### config.mk
export PLATFORM = sky130hd
export DESIGN_NAME = wb_ram_arbiter_flat
export DESIGN_NICKNAME = d
export VERILOG_FILES = /design/src/rtl/wb_ram_arbiter_pkg.sv /design/src/rtl/wb_ram_arbiter_if.sv /design/src/rtl/wb_ram_arbiter_grant.sv /design/src/rtl/wb_ram_arbiter.sv /design/src/flat_wrapper.sv
export SDC_FILE = /design/constraint.sdc
export NUM_CORES = 1
export LEC_CHECK = 0
export CORE_AREA = 2 2 123 125
export CTS_CLUSTER_DIAMETER = 120
export DETAILED_ROUTE_END_ITERATION = 8
export DIE_AREA = 0 0 125 127
export SLEW_MARGIN = 5
export SYNTH_ARGS = -nofsm -noshare
export SYNTH_HDL_FRONTEND = slang
export SYNTH_SLANG_ARGS = --single-unit
### constraint.sdc
create_clock -name i_clk -period 2.2 [get_ports i_clk]
set_clock_uncertainty 0.2 [all_clocks]
set_input_delay 0.66 -clock i_clk [delete_from_list [all_inputs] [get_ports i_clk]]
set_output_delay 0.66 -clock i_clk [all_outputs]
set_load 0.02 [all_outputs]
### src/rtl/wb_ram_arbiter_pkg.sv
// Shared types and width defaults for the two-master block RAM arbiter.
package wb_pkg;

  typedef enum logic [1:0] {
    IDLE  = 2'd0,
    OWN_A = 2'd1,
    OWN_B = 2'd2
  } arb_state_t;

  typedef enum logic {
    PORT_A = 1'b0,
    PORT_B = 1'b1
  } arb_port_t;

  localparam int WB_AW     = 32;
  localparam int WB_DW     = 32;
  localparam int WB_LGPEND = 2;

endpackage

### src/rtl/wb_ram_arbiter_if.sv
// Pipelined Wishbone bundle. The master modport is the side that issues
// strobes; the slave modport is the side that stalls and acks.
interface wb_ram_arbiter_if #(
  parameter int AW = 32,
  parameter int DW = 32
);
  localparam int SW = DW / 8;

  logic          cyc;
  logic          stb;
  logic          we;
  logic [AW-1:0] addr;
  logic [DW-1:0] wdata;
  logic [SW-1:0] sel;
  logic          stall;
  logic          ack;
  logic [DW-1:0] rdata;

  modport master (output cyc, stb, we, addr, wdata, sel,
                  input  stall, ack, rdata);
  modport slave  (input  cyc, stb, we, addr, wdata, sel,
                  output stall, ack, rdata);
endinterface

### src/rtl/wb_ram_arbiter_grant.sv
// Grant FSM for the RAM arbiter. Tie-break is fixed (B wins) unless
// ARB_ROUND_ROBIN_EN is defined, in which case the tie goes to the port
// that was not granted last.
//
//   state | meaning
//   IDLE  | nobody owns the RAM; one cycle between any two grants
//   OWN_A | fetch port A owns the RAM until it drops cyc
//   OWN_B | load/store port B owns the RAM until it drops cyc
module wb_arb_grant
  import wb_pkg::*;
(
  input  logic       i_clk,
  input  logic       i_reset_n,
  input  logic       i_a_cyc,
  input  logic       i_b_cyc,
  output arb_state_t o_state,
  output arb_port_t  o_last
);

  arb_state_t state_q, state_d;
  arb_port_t  last_q, last_d;

  // Next grant and last-granted port
  always_comb begin
    state_d = state_q;
    last_d  = last_q;
    unique case (state_q)
      IDLE: begin
        if (i_a_cyc && i_b_cyc) begin
`ifdef ARB_ROUND_ROBIN_EN
          if (last_q == PORT_B) begin
            state_d = OWN_A;
            last_d  = PORT_A;
          end else begin
            state_d = OWN_B;
            last_d  = PORT_B;
          end
`else
          state_d = OWN_B;
          last_d  = PORT_B;
`endif
        end else if (i_a_cyc) begin
          state_d = OWN_A;
          last_d  = PORT_A;
        end else if (i_b_cyc) begin
          state_d = OWN_B;
          last_d  = PORT_B;
        end
      end
      OWN_A:   if (!i_a_cyc) state_d = IDLE;
      OWN_B:   if (!i_b_cyc) state_d = IDLE;
      default: state_d = IDLE;
    endcase
  end

  // Grant state registers
  always_ff @(posedge i_clk or negedge i_reset_n) begin
    if (!i_reset_n) begin
      state_q <= IDLE;
      last_q  <= PORT_B;
    end else begin
      state_q <= state_d;
      last_q  <= last_d;
    end
  end

  assign o_state = state_q;
  assign o_last  = last_q;

endmodule

### src/rtl/wb_ram_arbiter.sv
// Two-master to one-slave pipelined Wishbone arbiter in front of the
// single-port block RAM (A = instruction fetch, B = load/store).
// Optional round-robin tie-break: define ARB_ROUND_ROBIN_EN.
module wb_ram_arbiter
  import wb_pkg::*;
#(
  parameter int AW     = WB_AW,
  parameter int DW     = WB_DW,
  parameter int LGPEND = WB_LGPEND
) (
  input logic             i_clk,
  input logic             i_reset_n,
  wb_ram_arbiter_if.slave  a_bus,
  wb_ram_arbiter_if.slave  b_bus,
  wb_ram_arbiter_if.master s_bus
);

  localparam int SW = DW / 8;

  arb_state_t        state;
  arb_port_t         last;
  logic [LGPEND-1:0] pend_q, pend_d;
  logic              own_a, own_b, pend_full, release_bus;
  logic              cyc_m, stb_m, we_m, accept, ack_live, ack_route;
  logic [AW-1:0]     addr_m;
  logic [DW-1:0]     wdata_m;
  logic [SW-1:0]     sel_m;

  wb_arb_grant u_grant (
    .i_clk     (i_clk),
    .i_reset_n (i_reset_n),
    .i_a_cyc   (a_bus.cyc),
    .i_b_cyc   (b_bus.cyc),
    .o_state   (state),
    .o_last    (last)
  );

  assign own_a     = (state == OWN_A);
  assign own_b     = (state == OWN_B);
  assign pend_full = (pend_q == {LGPEND{1'b1}});

  // Owner's request onto the slave; strobe is held back at the pending
  // limit so the RAM never sees a strobe the master believes was stalled.
  always_comb begin
    cyc_m       = 1'b0;
    stb_m       = 1'b0;
    we_m        = 1'b0;
    addr_m      = '0;
    wdata_m     = '0;
    sel_m       = '0;
    a_bus.stall = 1'b1;
    b_bus.stall = 1'b1;
    if (own_a) begin
      cyc_m       = a_bus.cyc;
      stb_m       = a_bus.stb && !pend_full;
      we_m        = a_bus.we;
      addr_m      = a_bus.addr;
      wdata_m     = a_bus.wdata;
      sel_m       = a_bus.sel;
      a_bus.stall = s_bus.stall || pend_full;
    end else if (own_b) begin
      cyc_m       = b_bus.cyc;
      stb_m       = b_bus.stb && !pend_full;
      we_m        = b_bus.we;
      addr_m      = b_bus.addr;
      wdata_m     = b_bus.wdata;
      sel_m       = b_bus.sel;
      b_bus.stall = s_bus.stall || pend_full;
    end
  end

  assign s_bus.cyc   = cyc_m;
  assign s_bus.stb   = stb_m;
  assign s_bus.we    = we_m;
  assign s_bus.addr  = addr_m;
  assign s_bus.wdata = wdata_m;
  assign s_bus.sel   = sel_m;

  // Acks with nothing outstanding are leftovers from an aborted grant.
  assign ack_live  = s_bus.ack && (pend_q != '0);
  assign ack_route = ack_live && (own_a || own_b);
  assign accept    = stb_m && !s_bus.stall;

  assign a_bus.ack   = ack_live && own_a;
  assign b_bus.ack   = ack_live && own_b;
  assign a_bus.rdata = s_bus.rdata;
  assign b_bus.rdata = s_bus.rdata;

  assign release_bus = (state == IDLE) || (own_a && !a_bus.cyc) ||
                       (own_b && !b_bus.cyc);

  // Outstanding-request count; dropped on release so an abort starts clean
  always_comb begin
    pend_d = pend_q;
    if (release_bus)
      pend_d = '0;
    else if (accept && !ack_route)
      pend_d = pend_q + 1'b1;
    else if (ack_route && !accept)
      pend_d = pend_q - 1'b1;
  end

  // Pending counter register
  always_ff @(posedge i_clk or negedge i_reset_n) begin
    if (!i_reset_n) pend_q <= '0;
    else            pend_q <= pend_d;
  end

endmodule
### src/flat_wrapper.sv
// flat-port wrapper written by rule: the top's interface ports become plain ports
module wb_ram_arbiter_flat import wb_pkg::*;
#(
  parameter int AW     = WB_AW,
  parameter int DW     = WB_DW,
  parameter int LGPEND = WB_LGPEND
)
  (i_clk, i_reset_n, a_bus_cyc, a_bus_stb, a_bus_we, a_bus_addr, a_bus_wdata, a_bus_sel, a_bus_stall, a_bus_ack, a_bus_rdata, b_bus_cyc, b_bus_stb, b_bus_we, b_bus_addr, b_bus_wdata, b_bus_sel, b_bus_stall, b_bus_ack, b_bus_rdata, s_bus_cyc, s_bus_stb, s_bus_we, s_bus_addr, s_bus_wdata, s_bus_sel, s_bus_stall, s_bus_ack, s_bus_rdata);
  wb_ram_arbiter_if #(.AW(AW), .DW(DW)) a_bus_i ();
  wb_ram_arbiter_if #(.AW(AW), .DW(DW)) b_bus_i ();
  wb_ram_arbiter_if #(.AW(AW), .DW(DW)) s_bus_i ();
  input logic i_clk;
  input logic i_reset_n;
  input wire logic [$bits(a_bus_i.cyc)-1:0] a_bus_cyc;
  input wire logic [$bits(a_bus_i.stb)-1:0] a_bus_stb;
  input wire logic [$bits(a_bus_i.we)-1:0] a_bus_we;
  input wire logic [$bits(a_bus_i.addr)-1:0] a_bus_addr;
  input wire logic [$bits(a_bus_i.wdata)-1:0] a_bus_wdata;
  input wire logic [$bits(a_bus_i.sel)-1:0] a_bus_sel;
  output wire logic [$bits(a_bus_i.stall)-1:0] a_bus_stall;
  output wire logic [$bits(a_bus_i.ack)-1:0] a_bus_ack;
  output wire logic [$bits(a_bus_i.rdata)-1:0] a_bus_rdata;
  input wire logic [$bits(b_bus_i.cyc)-1:0] b_bus_cyc;
  input wire logic [$bits(b_bus_i.stb)-1:0] b_bus_stb;
  input wire logic [$bits(b_bus_i.we)-1:0] b_bus_we;
  input wire logic [$bits(b_bus_i.addr)-1:0] b_bus_addr;
  input wire logic [$bits(b_bus_i.wdata)-1:0] b_bus_wdata;
  input wire logic [$bits(b_bus_i.sel)-1:0] b_bus_sel;
  output wire logic [$bits(b_bus_i.stall)-1:0] b_bus_stall;
  output wire logic [$bits(b_bus_i.ack)-1:0] b_bus_ack;
  output wire logic [$bits(b_bus_i.rdata)-1:0] b_bus_rdata;
  output wire logic [$bits(s_bus_i.cyc)-1:0] s_bus_cyc;
  output wire logic [$bits(s_bus_i.stb)-1:0] s_bus_stb;
  output wire logic [$bits(s_bus_i.we)-1:0] s_bus_we;
  output wire logic [$bits(s_bus_i.addr)-1:0] s_bus_addr;
  output wire logic [$bits(s_bus_i.wdata)-1:0] s_bus_wdata;
  output wire logic [$bits(s_bus_i.sel)-1:0] s_bus_sel;
  input wire logic [$bits(s_bus_i.stall)-1:0] s_bus_stall;
  input wire logic [$bits(s_bus_i.ack)-1:0] s_bus_ack;
  input wire logic [$bits(s_bus_i.rdata)-1:0] s_bus_rdata;
  assign a_bus_i.cyc = a_bus_cyc;
  assign a_bus_i.stb = a_bus_stb;
  assign a_bus_i.we = a_bus_we;
  assign a_bus_i.addr = a_bus_addr;
  assign a_bus_i.wdata = a_bus_wdata;
  assign a_bus_i.sel = a_bus_sel;
  assign a_bus_stall = a_bus_i.stall;
  assign a_bus_ack = a_bus_i.ack;
  assign a_bus_rdata = a_bus_i.rdata;
  assign b_bus_i.cyc = b_bus_cyc;
  assign b_bus_i.stb = b_bus_stb;
  assign b_bus_i.we = b_bus_we;
  assign b_bus_i.addr = b_bus_addr;
  assign b_bus_i.wdata = b_bus_wdata;
  assign b_bus_i.sel = b_bus_sel;
  assign b_bus_stall = b_bus_i.stall;
  assign b_bus_ack = b_bus_i.ack;
  assign b_bus_rdata = b_bus_i.rdata;
  assign s_bus_cyc = s_bus_i.cyc;
  assign s_bus_stb = s_bus_i.stb;
  assign s_bus_we = s_bus_i.we;
  assign s_bus_addr = s_bus_i.addr;
  assign s_bus_wdata = s_bus_i.wdata;
  assign s_bus_sel = s_bus_i.sel;
  assign s_bus_i.stall = s_bus_stall;
  assign s_bus_i.ack = s_bus_ack;
  assign s_bus_i.rdata = s_bus_rdata;
  wb_ram_arbiter #(.AW(AW), .DW(DW), .LGPEND(LGPEND)) u_core (.i_clk(i_clk), .i_reset_n(i_reset_n), .a_bus(a_bus_i), .b_bus(b_bus_i), .s_bus(s_bus_i));
endmodule
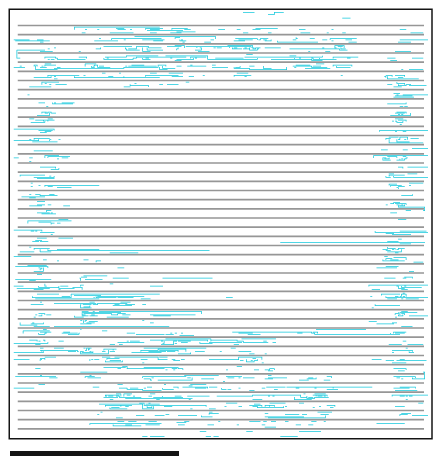
Fig. 1. Met1 routing (run 1).
The bar under the picture is 50 um long. Supply wires on this layer in grey.
nets with wire on the layer: 541
wire length on this layer: 3,260 um
longest straight run: 47.8 um
share of all routed wire: 35%
main direction: horizontal

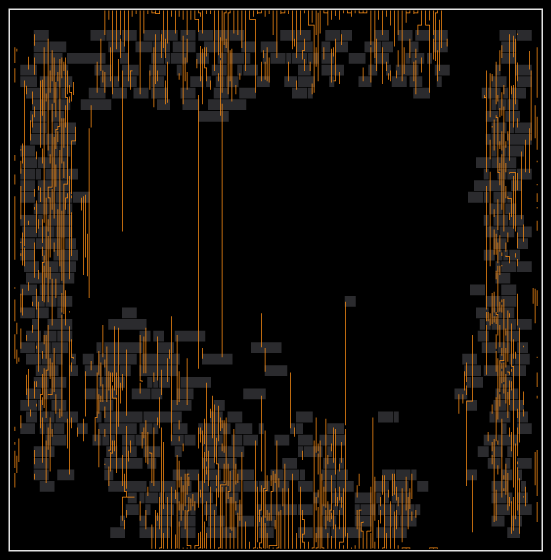
Fig. 2. Signal wires on met2 (run 1).
longest straight run: 64.3 um
main direction: vertical
wire length on this layer: 4,930 um
share of all routed wire: 53%
nets with wire on the layer: 594

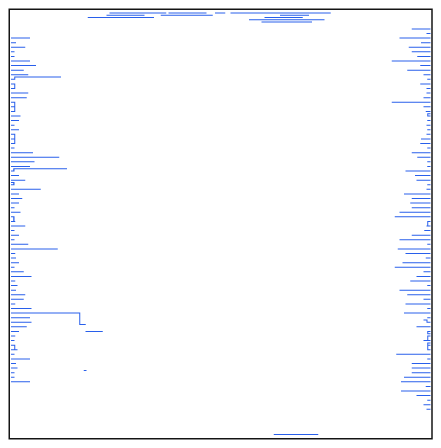
Fig. 3. M3 wires (run 1).
wire length on this layer: 795 um
nets with wire on the layer: 143

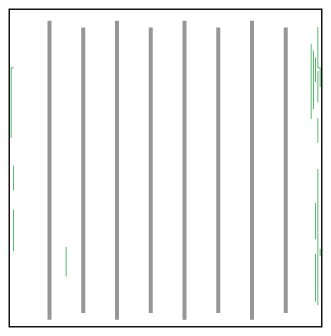
Fig. 4. Met4 routing (run 1).
Supply wires on this layer in grey.
wire length on this layer: 266 um
nets with wire on the layer: 13

==> results_dict.tcl, run 1 <==
# flow metrics
set metrics [dict create \
    grt_use_total 0.101 \
    final_nets 697 \
    vdd_drop_max_mv 0.558 \
    grt_use_met1 0.103 \
    status "finished with violations" \
    io_buffers 220 \
    clock-sinks 4 \
    powerComb_mw 4.92 \
    endpoint "s_bus_sel[2]" \
    core_um2 14400 \
    finalHoldViolCount 0 \
    crit_path_end_kind "output pin" \
    sh_seq_area 0.0210 \
    placedCellCount 681 \
    setup_violations 77 \
    dp_hpwl_mm 7.44 \
    critical_path_class "flip-flop to output pin" \
    cts.clk_slew.worst_paths_ns 0.03 \
    ys_cells 326 \
    clkCellAreaFrac 0.0158 \
    initial_core_util 0.124 \
    grt_pass1_wl_mm 13.6 \
    ff2ff_setup_slack_ns -0.15 \
    p_int_mw 2.79 \
    final_util 0.330 \
    ff_type "dfrtp_1" \
    htree_num_levels 1 \
    synth.net_count 508 \
    yosysTopAreaCellShare 0.294 \
    placed_cell_area_um2 4200 \
    comb_share 0.331 \
    regArea_um2 100 \
    seq_cell_power_mw 0.140 \
    failed_checks "setup timing" \
    synth.logic.top_family "buffers and inverters" \
    maxCapViolCount 0 \
    tns_ns -14.72 \
    final_cell_mix "143 x clkdlybuf4s50_1, 104 x nand2_1, 59 x buf_6" \
    rr_endpoint "u_core.pend_q[1]" \
    hold_depth 2 \
    arrival_ns 1.61 \
    area_delta_synth_final_pct 166 \
    min_from "u_core.pend_q[1]" \
    async_flop_share 1.00 \
    clock_net_power_mw 0.281 \
    final.min_clock_period_ns 2.47 \
    synth_flops 4 \
    fin_ws_ns -0.272 \
    cts-resized-gates 439 \
    layout_top_cell "clkdlybuf4s50_1" \
    n_tap_cell 184 \
    die_area_um2 15900 \
    antennaDiodeCount 0 \
    pwr-share-clk 0.053 \
    final-instance-count-excl-fill 697 \
    seq_power_share 0.026 \
    largest_cell_class "non-clock buffers" \
    top_layer "met4" \
    top_cell "nand2_1" \
    finalPower_mw 5.34 \
    whs_endpoint "u_core.pend_q[1]" \
    cp-start-kind "flip-flop" \
    finish.instance_area_um2 4760 \
    multi_input_comb_cells 230 \
    die.size.x_um 125 \
    timing.critical_path.buf_inv 4 \
    buf_share 0.580 \
    cts_buffers 3 \
    top_cells_by_count "135 x nand2_1, 70 x buf_4, 67 x o21ai_0" \
    fin_crit_sh 1.12 \
    clk_path_buf_depth 2 \
    drc_errors 0 \
    worst_slew_pin_slew_ns 0.237 \
    power-per-cell-area_nw_per_um2 1120 \
    antenna_found_initial 0 \
    r2r_start "u_core.u_grant.o_state[0]" \
    grt_max_degree 21 \
    overflow 0 \
    ys_sh_xor 0.00979 \
    vias_per_cell 3.97 \
]
## Run 2: what changed since run 1
- RECOVER_POWER: not set -> 50
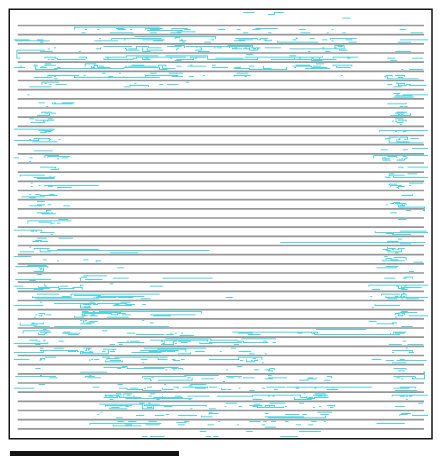
Fig. 5. Met1 routing (run 2).
The bar under the picture is 50 um long. Supply wires on this layer in grey.
nets with wire on the layer: 541
main direction: horizontal
longest straight run: 47.8 um
wire length on this layer: 3,270 um

==> run 2 against run 1 <==
Net effect:
- the flow still finishes with violations (setup timing)
- total power hardly changed
- global-route usage stayed put
- sequential share of layout area stayed put
- worst hold slack stayed put
- first-iteration DRC count stayed put
- worst setup slack hardly changed
- combinational power hardly changed
- sequential cell count stayed put
- synthesized cell count stayed put
- non-clock buffer count stayed put
- critical path depth stayed put
- utilization stayed put
==> results_dict.tcl, run 2 <==
# flow metrics
set metrics [dict create \
    status "finished with violations" \
    failed_checks "setup timing" \
    ff2ff_setup_slack_ns -0.15 \
    cts.clk_slew.worst_paths_ns 0.03 \
    ys_sh_xor 0.00979 \
    final-instance-count-excl-fill 697 \
    die.size.x_um 125 \
    top_layer "met4" \
    area_delta_synth_final_pct 166 \
    placedCellCount 681 \
    timing.critical_path.buf_inv 4 \
    grt_max_degree 21 \
    seq_cell_power_mw 0.140 \
    powerComb_mw 4.92 \
    rr_endpoint "u_core.pend_q[1]" \
    antennaDiodeCount 0 \
    final_nets 697 \
    initial_core_util 0.124 \
    finish.instance_area_um2 4760 \
    sh_seq_area 0.0210 \
    clk_path_buf_depth 2 \
    grt_use_met1 0.103 \
    finalHoldViolCount 0 \
    die_area_um2 15900 \
    fin_crit_sh 1.12 \
    antenna_found_initial 0 \
    synth_flops 4 \
    clock-sinks 4 \
    arrival_ns 1.61 \
    dp_hpwl_mm 7.44 \
    maxCapViolCount 0 \
    finalPower_mw 5.34 \
    top_cell "nand2_1" \
    drc_errors 0 \
    tns_ns -14.72 \
    regArea_um2 100 \
    largest_cell_class "non-clock buffers" \
    comb_share 0.331 \
    final_cell_mix "142 x clkdlybuf4s50_1, 104 x nand2_1, 59 x buf_6" \
    p_int_mw 2.79 \
    r2r_start "u_core.u_grant.o_state[0]" \
    cts_buffers 3 \
    hold_depth 2 \
    ys_cells 326 \
    seq_power_share 0.026 \
    crit_path_end_kind "output pin" \
    top_cells_by_count "135 x nand2_1, 70 x buf_4, 67 x o21ai_0" \
    n_tap_cell 184 \
    io_buffers 220 \
    fin_ws_ns -0.272 \
    htree_num_levels 1 \
    grt_use_total 0.101 \
    synth.logic.top_family "buffers and inverters" \
    whs_endpoint "u_core.pend_q[1]" \
    worst_slew_pin_slew_ns 0.237 \
    buf_share 0.580 \
    ff_type "dfrtp_1" \
    overflow 0 \
    setup_violations 77 \
    endpoint "s_bus_sel[2]" \
    vdd_drop_max_mv 0.558 \
    grt_pass1_wl_mm 13.6 \
    clock_net_power_mw 0.281 \
    core_um2 14400 \
    final_util 0.330 \
]
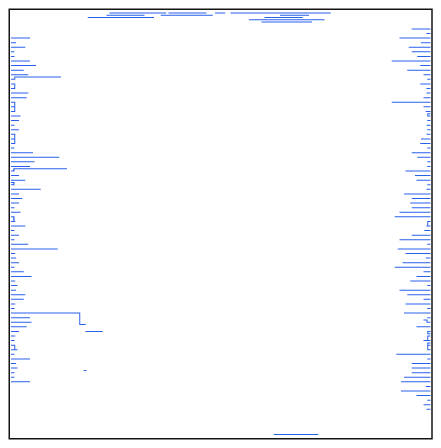
Fig. 6. M3 wires (run 2).
wire length on this layer: 790 um
longest straight run: 29.4 um
nets with wire on the layer: 143
main direction: horizontal

## Run 3: what changed since run 2
- REMOVE_ABC_BUFFERS: not set -> 1
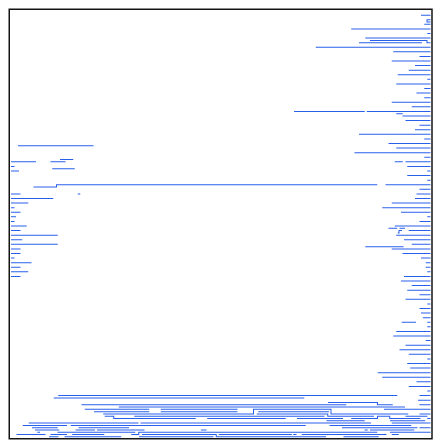
Fig. 7. M3 wires (run 3).
nets with wire on the layer: 144
main direction: horizontal
wire length on this layer: 2,250 um
share of all routed wire: 16%

==> run 3 against run 2 <==
Net effect:
- the run still ends with setup timing left
- sequential cell count unchanged
- total power up 17%
- worst hold slack better by 0.035 ns
- routed wire length up 54%
- synthesized cell count unchanged
- area after synthesis unchanged
- first-iteration DRC count rose to 2.6 times the previous value
- critical path type unchanged
==> results_dict.tcl, run 3 <==
# flow metrics
set metrics [dict create \
    top_layer "met5" \
    timing.critical_path.buf_inv 4 \
    clk_path_buf_depth 2 \
    layout_top_cell "clkdlybuf4s50_1" \
    vdd_drop_max_mv 0.724 \
    rr_endpoint "u_core.pend_q[1]" \
    r2r_start "u_core.u_grant.o_state[0]" \
    dp_hpwl_mm 10.4 \
    maxCapViolCount 0 \
    fin_crit_sh 1.15 \
    buf_share 0.603 \
    final_cell_mix "141 x clkdlybuf4s50_1, 86 x nand2_1, 71 x buf_6" \
    cts_buffers 3 \
    cp-start-kind "flip-flop" \
    seq_power_share 0.022 \
    drc_errors 0 \
    grt_use_met1 0.157 \
    core_um2 14400 \
    grt_use_total 0.151 \
    comb_share 0.317 \
    ys_cells 326 \
    clock_net_power_mw 0.288 \
    setup_violations 76 \
    finalHoldViolCount 0 \
    failed_checks "setup timing" \
    powerComb_mw 5.80 \
    htree_num_levels 1 \
    clock-sinks 4 \
    status "finished with violations" \
    regArea_um2 100 \
    finalPower_mw 6.23 \
    grt_pass1_wl_mm 17.9 \
    die.size.x_um 125 \
    tns_ns -18.66 \
    ff2ff_setup_slack_ns -0.14 \
    placedCellCount 685 \
    endpoint "s_bus_sel[3]" \
    ys_sh_xor 0.00979 \
    fin_ws_ns -0.333 \
    crit_path_end_kind "output pin" \
    vias_per_cell 4.17 \
    hold_depth 2 \
    async_flop_share 1.00 \
    whs_endpoint "u_core.u_grant.o_state[0]" \
    synth.logic.top_family "buffers and inverters" \
    die_area_um2 15900 \
    grt_max_degree 25 \
    largest_cell_class "non-clock buffers" \
    sh_seq_area 0.0190 \
    finish.instance_area_um2 5270 \
    final-instance-count-excl-fill 718 \
    clkCellAreaFrac 0.0142 \
    power-per-cell-area_nw_per_um2 1180 \
    ff_type "dfrtp_1" \
    top_cells_by_count "135 x nand2_1, 70 x buf_4, 67 x o21ai_0" \
    final.min_clock_period_ns 2.53 \
    antennaDiodeCount 0 \
    antenna_found_initial 0 \
    critical_path_class "flip-flop to output pin" \
    area_delta_synth_final_pct 194 \
]
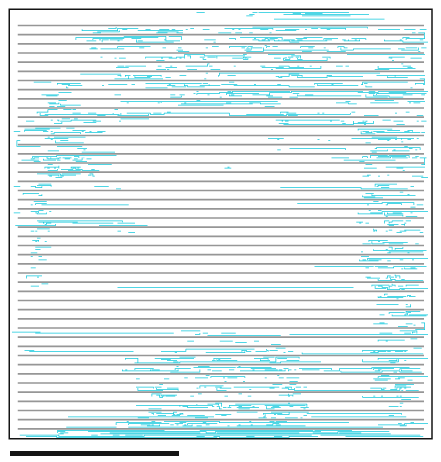
Fig. 8. Met1 routing (run 3).
The bar under the picture is 50 um long. Supply wires on this layer in grey.
share of all routed wire: 34%
nets with wire on the layer: 597


==> notes/layouts.md <==
Pictures saved along the way, in no particular order.

Track usage over the die.
panel A
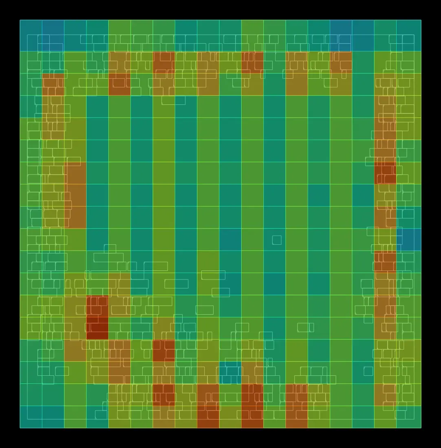
panel B
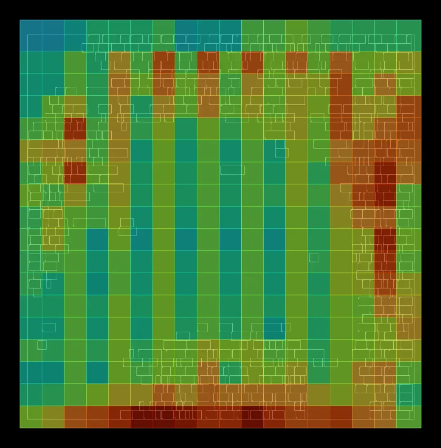
run 2 -> panel A
run 3 -> panel B
The one with the highest track usage is panel B.
The one with the most wire per cell is panel B.

Power figures rest on the tool's default switching activity, not on a simulated workload.
